===== config.mk =====
export PLATFORM = sky130hd
export DESIGN_NAME = fetch_prefetch_queue
export DESIGN_NICKNAME = d
export VERILOG_FILES = /design/src/rtl/fetch_prefetch_queue.sv
export SDC_FILE = /design/constraint.sdc
export NUM_CORES = 1
export LEC_CHECK = 0
export CORE_MARGIN = 3
export CORE_UTILIZATION = 25
export DETAILED_ROUTE_END_ITERATION = 10
export DONT_BUFFER_PORTS = 1
export GPL_TIMING_DRIVEN = 0
export SYNTH_ARGS = -nofsm -noshare
export SYNTH_HDL_FRONTEND = slang
export SYNTH_SLANG_ARGS = --single-unit

===== constraint.sdc =====
create_clock -name clk -period 8 [get_ports clk]
set_input_delay 0.8 -clock clk [delete_from_list [all_inputs] [get_ports clk]]
set_output_delay 0.8 -clock clk [all_outputs]
set_load 0.005 [all_outputs]

===== src/rtl/fetch_prefetch_queue.sv =====
// Instruction prefetch queue: fetches 16-bit words from a 1-cycle memory port
// into a byte queue and presents the cpu a 3-byte window at its byte address.
// Sequential advance consumes bytes; any other address flushes and refetches.
module fetch_prefetch_queue #(
  parameter int DEPTH_BYTES = 8,
  parameter int ADDR_W      = 16
) (
  input  logic              clk,
  input  logic              reset,
  input  logic [ADDR_W-1:0] iread_addr,
  output logic [23:0]       iread_data,
  output logic              iread_valid,
  output logic              mem_req,
  output logic [ADDR_W-1:0] mem_addr,
  input  logic [15:0]       mem_data
);

  localparam int CW = $clog2(DEPTH_BYTES + 1);
  localparam int IW = $clog2(DEPTH_BYTES);
  typedef logic [CW-1:0] cnt_t;

  logic [DEPTH_BYTES-1:0][7:0] r_q;
  logic [ADDR_W-1:0]           r_head;
  logic [ADDR_W-1:0]           r_fetch;
  cnt_t                        r_count;
  logic                        r_inflight;
  logic                        r_inflight_skip;
  logic                        r_skip_next;     // next issued word is first of an odd-start stream
  logic                        r_epoch;
  logic                        r_inflight_epoch;
  logic                        r_started;       // low for the first cycle after reset release

  logic [ADDR_W-1:0]           w_off;
  logic                        w_seq;
  cnt_t                        w_offc;
  cnt_t                        w_cnt_ac;
  logic [CW:0]                 w_need;
  logic                        w_issue;
  logic                        w_append;
  logic [DEPTH_BYTES-1:0][7:0] w_sh;
  logic [DEPTH_BYTES-1:0][7:0] w_q_n;
  cnt_t                        w_cnt_n;

  assign w_off    = iread_addr - r_head;
  // The first cycle after reset is forced to behave as a redirect.
  assign w_seq    = r_started && (w_off <= ADDR_W'(r_count));
  assign w_offc   = w_off[CW-1:0];
  assign w_cnt_ac = r_count - w_offc;
  // Room check counts the word returning this cycle plus the one about to issue.
  assign w_need   = {1'b0, w_cnt_ac} + (r_inflight ? (CW+1)'(2) : '0) + (CW+1)'(2);
  assign w_issue  = reset && w_seq && (w_need <= (CW+1)'(DEPTH_BYTES));
  // A word returning during a redirect cycle belongs to the old stream.
  assign w_append = r_inflight && (r_inflight_epoch == r_epoch) && w_seq;

  assign mem_req  = w_issue;
  assign mem_addr = {r_fetch[ADDR_W-1:1], 1'b0};

  // Queue contents after discarding bytes below iread_addr; bytes past count read 0.
  always_comb begin
    cnt_t idx;
    w_sh = '0;
    for (int k = 0; k < DEPTH_BYTES; k++) begin
      idx = cnt_t'(k) + w_offc;
      if (cnt_t'(k) < w_cnt_ac && idx < cnt_t'(DEPTH_BYTES))
        w_sh[k] = r_q[idx[IW-1:0]];
    end
  end

  // Cpu window and valid flag.
  always_comb begin
    iread_valid = w_seq && (w_cnt_ac >= cnt_t'(3));
    iread_data  = w_seq ? {w_sh[2], w_sh[1], w_sh[0]} : 24'h0;
  end

  // Append the returning word behind the post-consume contents.
  always_comb begin
    cnt_t ai;
    cnt_t ai1;
    w_q_n = w_sh;
    ai    = w_cnt_ac;
    ai1   = w_cnt_ac + cnt_t'(1);
    if (w_append) begin
      if (r_inflight_skip) begin
        if (ai < cnt_t'(DEPTH_BYTES)) w_q_n[ai[IW-1:0]] = mem_data[15:8];
      end else begin
        if (ai  < cnt_t'(DEPTH_BYTES)) w_q_n[ai[IW-1:0]]  = mem_data[7:0];
        if (ai1 < cnt_t'(DEPTH_BYTES)) w_q_n[ai1[IW-1:0]] = mem_data[15:8];
      end
    end
    w_cnt_n = w_cnt_ac + (w_append ? (r_inflight_skip ? cnt_t'(1) : cnt_t'(2)) : cnt_t'(0));
  end

  // Queue, address and fetch-tracking state.
  always_ff @(posedge clk or negedge reset) begin
    if (!reset) begin
      r_q              <= '0;
      r_head           <= '0;
      r_fetch          <= '0;
      r_count          <= '0;
      r_inflight       <= 1'b0;
      r_inflight_skip  <= 1'b0;
      r_skip_next      <= 1'b0;
      r_epoch          <= 1'b0;
      r_inflight_epoch <= 1'b0;
      r_started        <= 1'b0;
    end else begin
      r_started  <= 1'b1;
      r_inflight <= w_issue;
      r_head     <= iread_addr;
      if (!w_seq) begin
        r_q         <= '0;
        r_count     <= '0;
        r_fetch     <= {iread_addr[ADDR_W-1:1], 1'b0};
        r_epoch     <= ~r_epoch;
        r_skip_next <= iread_addr[0];
      end else begin
        r_q     <= w_q_n;
        r_count <= w_cnt_n;
      end
      if (w_issue) begin
        r_fetch          <= r_fetch + ADDR_W'(2);
        r_inflight_epoch <= r_epoch;
        r_inflight_skip  <= r_skip_next;
        r_skip_next      <= 1'b0;
      end
    end
  end

endmodule

==> results.env, run 1 <==
RUN_STATUS='complete, but fails checks'
FAILING_CHECKS='max-capacitance violations'
CRITICAL-PATH-TOP-DELAY-FAMILY='AND-OR/OR-AND gates'
SYNTH_CELL_TYPE_COUNT=81
WORST_PATH_MAX_DELAY_CELL='sky130_fd_sc_hd__a21boi_0'
LARGEST_NON_SEQUENTIAL_CELL_FAMILY_BY_AREA='AND-OR/OR-AND gates'
DIE_H_UM=209
SETUP.WORST_PATH.END_CLASS='output port'
LARGEST_REGISTERS='r_q x64, r_head x16, r_fetch x15'
MAX_SLEW_MARGIN_PCT=0.123
SYNTH.YOSYS.CHIP_AREA_MM2=0.0103
DRC=0
POWER_FRAC_SEQ_PCT=31.9
MAXIMUM_CAPACITANCE_VIOLATIONS=1
DPL.CELL_COUNT=1647
WL_MET1_UM=15700
MET2_ROUTING_RESOURCE_USAGE_AFTER_GLOBAL_ROUTING_PCT=27.1
YOSYS-STAT-CELLS=1122
FINALINSTANCEAREA_MM2=0.0112
NNONCLKINVERTERS=48
POST_DRT_VIA_CELL_RATIO=5.88
COMBAREAFRACTION_PCT=62.9
TIMING.REG2REG.WORST_PATH_DEPTH=17
BUFFERS_EXCL_CLOCK=95
P_R_AREA_GROWTH_VS_SYN_PCT=9.16
PLACED_CELL_AREA_MM2=0.0109
POWER.SEQUENTIAL.TOTAL_mW=0.547
SYNTH_WARNINGS=0
GRT_SETUP_UNREPAIRED='false'
AREA.SEQUENTIAL_MM2=0.00263
COUNT_OF_FLIP_FLOPS_WITH_A_BUILT_IN_ENABLE_AFTER_SYNTHESIS=0
TRITONCTS.NUM_BUFFERS=9
CTS_BUFFER_DEPTH=2
PLACE.DETAILED.HPWL_UM=30800
INTERNAL_POWER_mW=1.00
SYN-INSTANCE-COUNT=1122
SW_FRAC_OF_TOTAL_PCT=41.5
FILLER_CELL_COUNT=4272
SYN-NUM-NETS=1198
HOLD_CLASS='in2async'
WORST-PATH-BUF-INV=6
DETAIL-ROUTE-ANTENNA-NETS=0
CRITICAL_PATH.STARTPOINT_TYPE='primary input'
TOP_USAGE_LAYER='met2'
RR_ENDPOINT='r_q[38]$_DFF_PN0_'
MAX_FLOP_REGISTER='r_q'
CORE_AREA_MM2=0.0402
FINALWORSTSETUPSLACK_NS=0.357
FIN_TOTAL_PWR_mW=1.71
CLOCK_TREE_FROM_TRITONCTS='built'
WORST_SLEW_PIN_SLEW_NS=1.49
CP_CELL_SEQUENCE='inv_1 > ha_1 > fa_1 > clkbuf_1 > clkbuf_1 > clkbuf_2 > inv_1 > ha_1 > nor2b_1 > o21a_1 > o21a_1 > nor2_1 > inv_2 > a31oi_1 > a21boi_0 > and2_1'
CRIT_PATH_MAX_INCR_DELAY_NS=0.80
LARGEST_REGISTER_FFS=64
WIRE_LENGTH_ON_MET3_UM=4350
LAYOUT.CLOCK_BUFFERS=10
LAYOUT_MIN_CYCLE_TIME_NS=7.64
IO_BUFFERS=0
SEQ_SHARE_PCT=23.4
WORSTSETUPPATHDEPTH=16
MET2_LENGTH_UM=17600
AND_OR_OR_AND_SHARE_OF_THE_SYNTHESIZED_AREA_PCT=22.0
MAX-VDD-IR-DROP_mV=0.108
SETUP.WORST_PATH.CLASS='in2out'
FP-ROW-COUNT=73
HOLD_BUFFERS=0
FINAL_COMMON_CELL='sky130_fd_sc_hd__dfrtp_1'
TIMING.FINAL.SETUP_VIOLATIONS=0
CRITICAL_PATH_DESTINATION='iread_data[1]'
PLACE_WORST_SETUP_SLACK_NS=0.0490
POSTSYNTHSEQSHARE_PCT=25.5
CTS_POST_SETUP_BUFFERS_INSERTED=0
FINAL_MIN_PERIOD_OVER_CLOCK_PERIOD_PCT=95.5
CRITPATHMAXFANOUT=10
LAY_TOP_CELLS='105 x sky130_fd_sc_hd__dfrtp_1, 104 x sky130_fd_sc_hd__nand2_1, 93 x sky130_fd_sc_hd__nor2_1'
DOMINANT-CELL-CLASS='combinational gates'
N_ANTENNA_CELL=0
YS_SEQ_ELEMENTS=105
LAYOUT.NETS=1209
CTS_REPAIR_RESIZE_COUNT=0
POWER.DENSITY_mW_PER_MM2=152
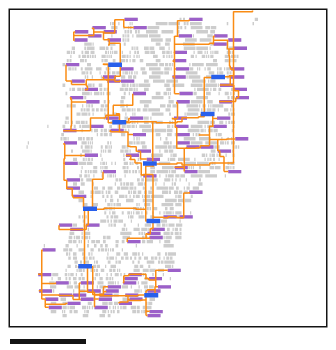
(run_1/clock_wires.png)
Bar = 50 um.
[orange] clock wires | length: 1820 um
[blue] clock-net drivers | count: 9
[purple] flip-flops | count: 105
routed clock nets: 10
clock share of power: 26.5%
clk latency late pin: 0.39 ns
Clock group: 0.453 mW
post-route clock skew: 0.0122 ns

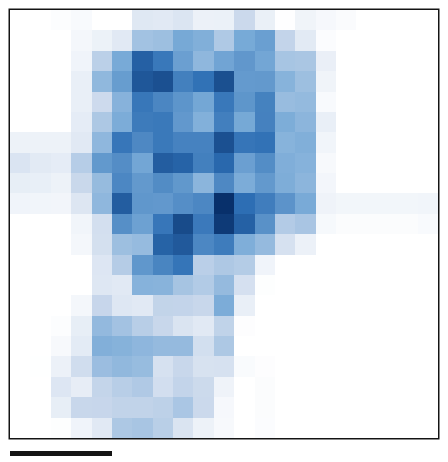
(run_1/route_heat.png)
Bar = 50 um. 21 x 21 tiles, from white (low) to dark blue (high), scaled to the fullest tile. Values are wire area over tile area, all layers added.
fullest tile: 0.74
nearly empty tiles: 43%
mean over tiles: 0.15
emptiest ninth of the die: bottom right
average wire per cell in the routed design: 23.6 um
global-route usage over all layers: 17.6%
total detailed-routing wirelength: 39300 um
Via Count: 9775

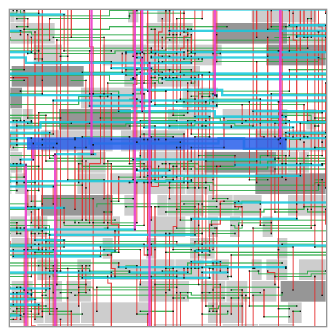
(run_1/closeup.png)
Region (84, 84) to (124, 124) um. Cells in grey, sequential cells in the stronger grey; small squares are vias.
[red] M2
[cyan] M3
[magenta] M4
[blue] M5
[green] M1
cells with their middle in the window: 92
sequential cells in the window: 8
most frequent: mux4_2 (11), clkbuf_1 (10), dfrtp_1 (8)
netlist names of flops here include: r_q (8)

==> run_1/clock_nets.png <==
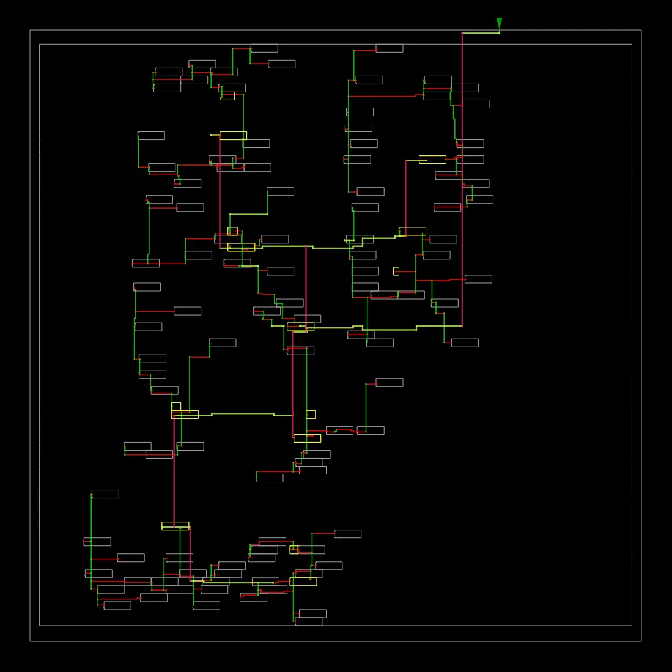

==> run 2, diff against run 1 <==
--- a/config.mk
+++ b/config.mk
@@ -10,6 +10,7 @@
 export DETAILED_ROUTE_END_ITERATION = 10
 export DONT_BUFFER_PORTS = 1
 export GPL_TIMING_DRIVEN = 0
+export MAX_ROUTING_LAYER = met4
 export SYNTH_ARGS = -nofsm -noshare
 export SYNTH_HDL_FRONTEND = slang
 export SYNTH_SLANG_ARGS = --single-unit
==> constraint.sdc (replaced) <==
create_clock -name clk -period 9.85 [get_ports clk]
set_input_delay 0.985 -clock clk [delete_from_list [all_inputs] [get_ports clk]]
set_output_delay 0.985 -clock clk [all_outputs]
set_load 0.005 [all_outputs]
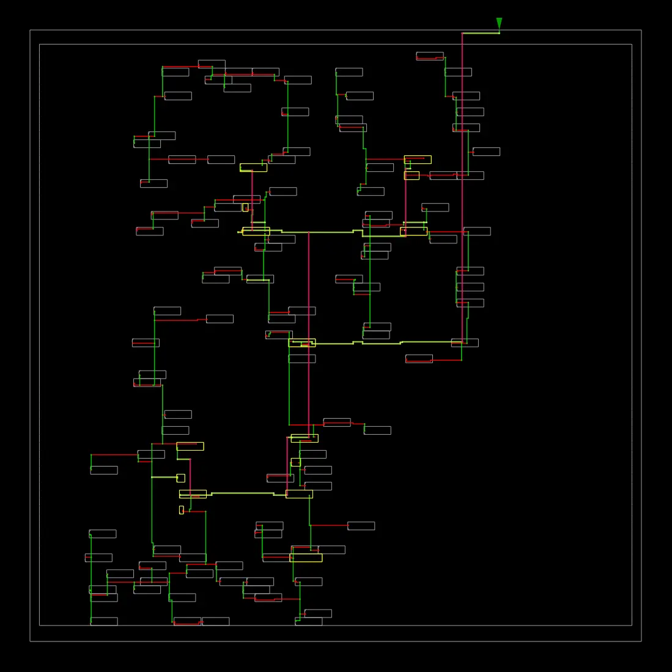
(run_2/clock_nets.png)
post-route clock skew: 0.0125 ns
cts bufs inserted: 9
number of sequential cells: 105
Clock group: 0.384 mW

==> run 2 against run 1 <==
Effect of this change:
- the run now ends clean
- sequential cell count did not move
- cell count about the same
- combinational power decreased by 18%
- via count shrank 0.33%
- first-iteration DRC count is 4.9% lower
- critical path depth is the same
- clock-buffer cell count rose by 1
- synthesized cell count is the same
- die area stayed put
- core utilization about the same
- cell area grew 0.14%
- largest cell class unchanged
==> results.env, run 2 <==
RUN_STATUS='finished clean'
MET2_LENGTH_UM=17900  # +1.4%
SYNTHMUXAREASHARE_PCT=21.6
RR_ENDPOINT='r_q[38]$_DFF_PN0_'
CRITICAL_PATH.STARTPOINT_TYPE='primary input'
DIE_H_UM=209  # unchanged
WORST_PATH_MAX_DELAY_CELL='sky130_fd_sc_hd__a21boi_0'
HOLD_CLASS='in2async'
LARGEST_REGISTERS='r_q x64, r_head x16, r_fetch x15'
CLOCK_INSERTION_DELAY_WORST_SKEW_NS=0.37  # -0.02 ns
CORE_AREA_MM2=0.0402  # unchanged
DRC=0  # unchanged
AND_OR_OR_AND_SHARE_OF_THE_SYNTHESIZED_AREA_PCT=22.0  # unchanged
SETUP.WORST_PATH.CLASS='in2out'
CRITICAL-PATH-TOP-DELAY-FAMILY='buffers and inverters'
NNONCLKINVERTERS=48  # unchanged
SYN-INSTANCE-COUNT=1122  # unchanged
CTS_BUFFER_DEPTH=2  # unchanged
CLK_PIN_SLEW_WORST_PATHS_NS=0.07
CTS_REPAIR_RESIZE_COUNT=0  # unchanged
FINAL_MIN_PERIOD_OVER_CLOCK_PERIOD_PCT=86.2
POST-ROUTE-UTIL_PCT=28.0
WORST_SLEW_PIN_SLEW_NS=1.34  # -0.148 ns
YOSYS-STAT-CELLS=1122  # unchanged
FIN_TOTAL_PWR_mW=1.41  # -17%
CRIT_PATH_MAX_INCR_DELAY_NS=0.84  # +0.04 ns
TIMING.REG2REG.WORST_PATH_DEPTH=17  # unchanged
HOLD_BUFFERS=0  # unchanged
SYNTH_WARNINGS=0  # unchanged
DETAIL-ROUTE-ANTENNA-NETS=0  # unchanged
POWER_FRAC_SEQ_PCT=31.4  # -0.5 points
AREA.SEQUENTIAL_MM2=0.00263  # unchanged
MET1_USE_GR_PCT=23.5
SETUP.WORST_PATH.END_CLASS='output port'
LAYOUT_MIN_CYCLE_TIME_NS=8.49
WIRE_LENGTH_ON_MET3_UM=4780  # +9.8%
LAYOUT.NETS=1209  # unchanged
MAX_SLEW_MARGIN_PCT=9.79  # +9.7 points
WORST-PATH-BUF-INV=6  # unchanged
INTERNAL_POWER_mW=0.838  # -16%
SYNTH.YOSYS.CHIP_AREA_MM2=0.0103  # unchanged
CTS_POST_SETUP_BUFFERS_INSERTED=0  # unchanged
LARGEST_NON_SEQUENTIAL_CELL_FAMILY_BY_AREA='AND-OR/OR-AND gates'
BUFFERS_EXCL_CLOCK=95  # unchanged
DOMINANT-CELL-CLASS='combinational gates'
FP-ROW-COUNT=73  # unchanged
LAY_TOP_CELLS='105 x sky130_fd_sc_hd__dfrtp_1, 104 x sky130_fd_sc_hd__nand2_1, 93 x sky130_fd_sc_hd__nor2_1'
DPL.CELL_COUNT=1647  # unchanged
AVGROUTEDWIREPERCELL_UM=24.0  # +1.5%
SW_FRAC_OF_TOTAL_PCT=40.7  # -0.85 points
PLACE.DETAILED.HPWL_UM=31000  # +0.67%
WORSTSETUPPATHDEPTH=16  # unchanged
TAPS=525
YOSYSTOPAREACELL='sky130_fd_sc_hd__dfrtp_1'
SYNTH_CELL_TYPE_COUNT=81  # unchanged
FINALWORSTSETUPSLACK_NS=1.36  # +1.01 ns
CRITPATHMAXFANOUT=10  # unchanged
YS_SEQ_ELEMENTS=105  # unchanged
MAX_FLOP_REGISTER='r_q'
CP_CELL_SEQUENCE='inv_1 > ha_1 > fa_1 > clkbuf_1 > clkbuf_1 > buf_1 > inv_1 > ha_1 > nor2b_1 > o21a_1 > o21a_1 > nor2_1 > inv_2 > a31oi_1 > a21boi_0 > and2_1'
MET2_ROUTING_RESOURCE_USAGE_AFTER_GLOBAL_ROUTING_PCT=27.6  # +0.46 points
ROUTE.FINAL.WIRE_LENGTH_UM=39900  # +1.6%
IO_BUFFERS=0  # unchanged
N_ANTENNA_CELL=1  # +1
WL_MET1_UM=15900  # +1.3%
POWER.DENSITY_mW_PER_MM2=126  # -18%
CRITPATHARRIVALTIME_NS=7.50
SEQ_SHARE_PCT=23.4  # -0.034 points
FINALINSTANCEAREA_MM2=0.0112  # +0.14%
SYN-NUM-NETS=1198  # unchanged
DETAIL_ROUTE.ITER0.VIOLATIONS=1165
GRT_SETUP_UNREPAIRED='false'
TIMING.FINAL.SETUP_VIOLATIONS=0  # unchanged
COMBAREAFRACTION_PCT=62.8  # -0.10 points
LAYOUT.CLOCK_BUFFERS=11  # +1
POSTSYNTHSEQSHARE_PCT=25.5  # unchanged
NETLIST.AREA_LEADER.SHARE_PCT=25.5
TOP_USAGE_LAYER='met2'
POWER.SEQUENTIAL.TOTAL_mW=0.444  # -19%
FIRST_GLOBAL_VIAS=9457
PLACED_CELL_AREA_MM2=0.0109  # unchanged
CLOCK_CELL_AREA_SHARE_PCT=2.61
FINAL_COMMON_CELL='sky130_fd_sc_hd__dfrtp_1'
ACHIEVABLE-FREQUENCY_MHz=118
PLACE_WORST_SETUP_SLACK_NS=1.40  # +1.35 ns
COUNT_OF_FLIP_FLOPS_WITH_A_BUILT_IN_ENABLE_AFTER_SYNTHESIS=0  # unchanged
FILLER_CELL_COUNT=4242  # -0.70%
MAX-VDD-IR-DROP_mV=0.0957  # -11%
POST_DRT_VIA_CELL_RATIO=5.86  # -0.39%
LARGEST_REGISTER_FFS=64  # unchanged
CRITICAL_PATH_DESTINATION='iread_data[7]'
GRTUSAGETOTAL_PCT=18.4  # +0.81 points
P_R_AREA_GROWTH_VS_SYN_PCT=9.31
MAXIMUM_CAPACITANCE_VIOLATIONS=0  # -1
CLOCK_POWER_SHARE_PCT=27.2  # +0.7 points
VIA_COUNT=9743  # -0.33%
CLOCK_TREE_FROM_TRITONCTS='built'
Power is estimated from default activity; no workload was simulated.
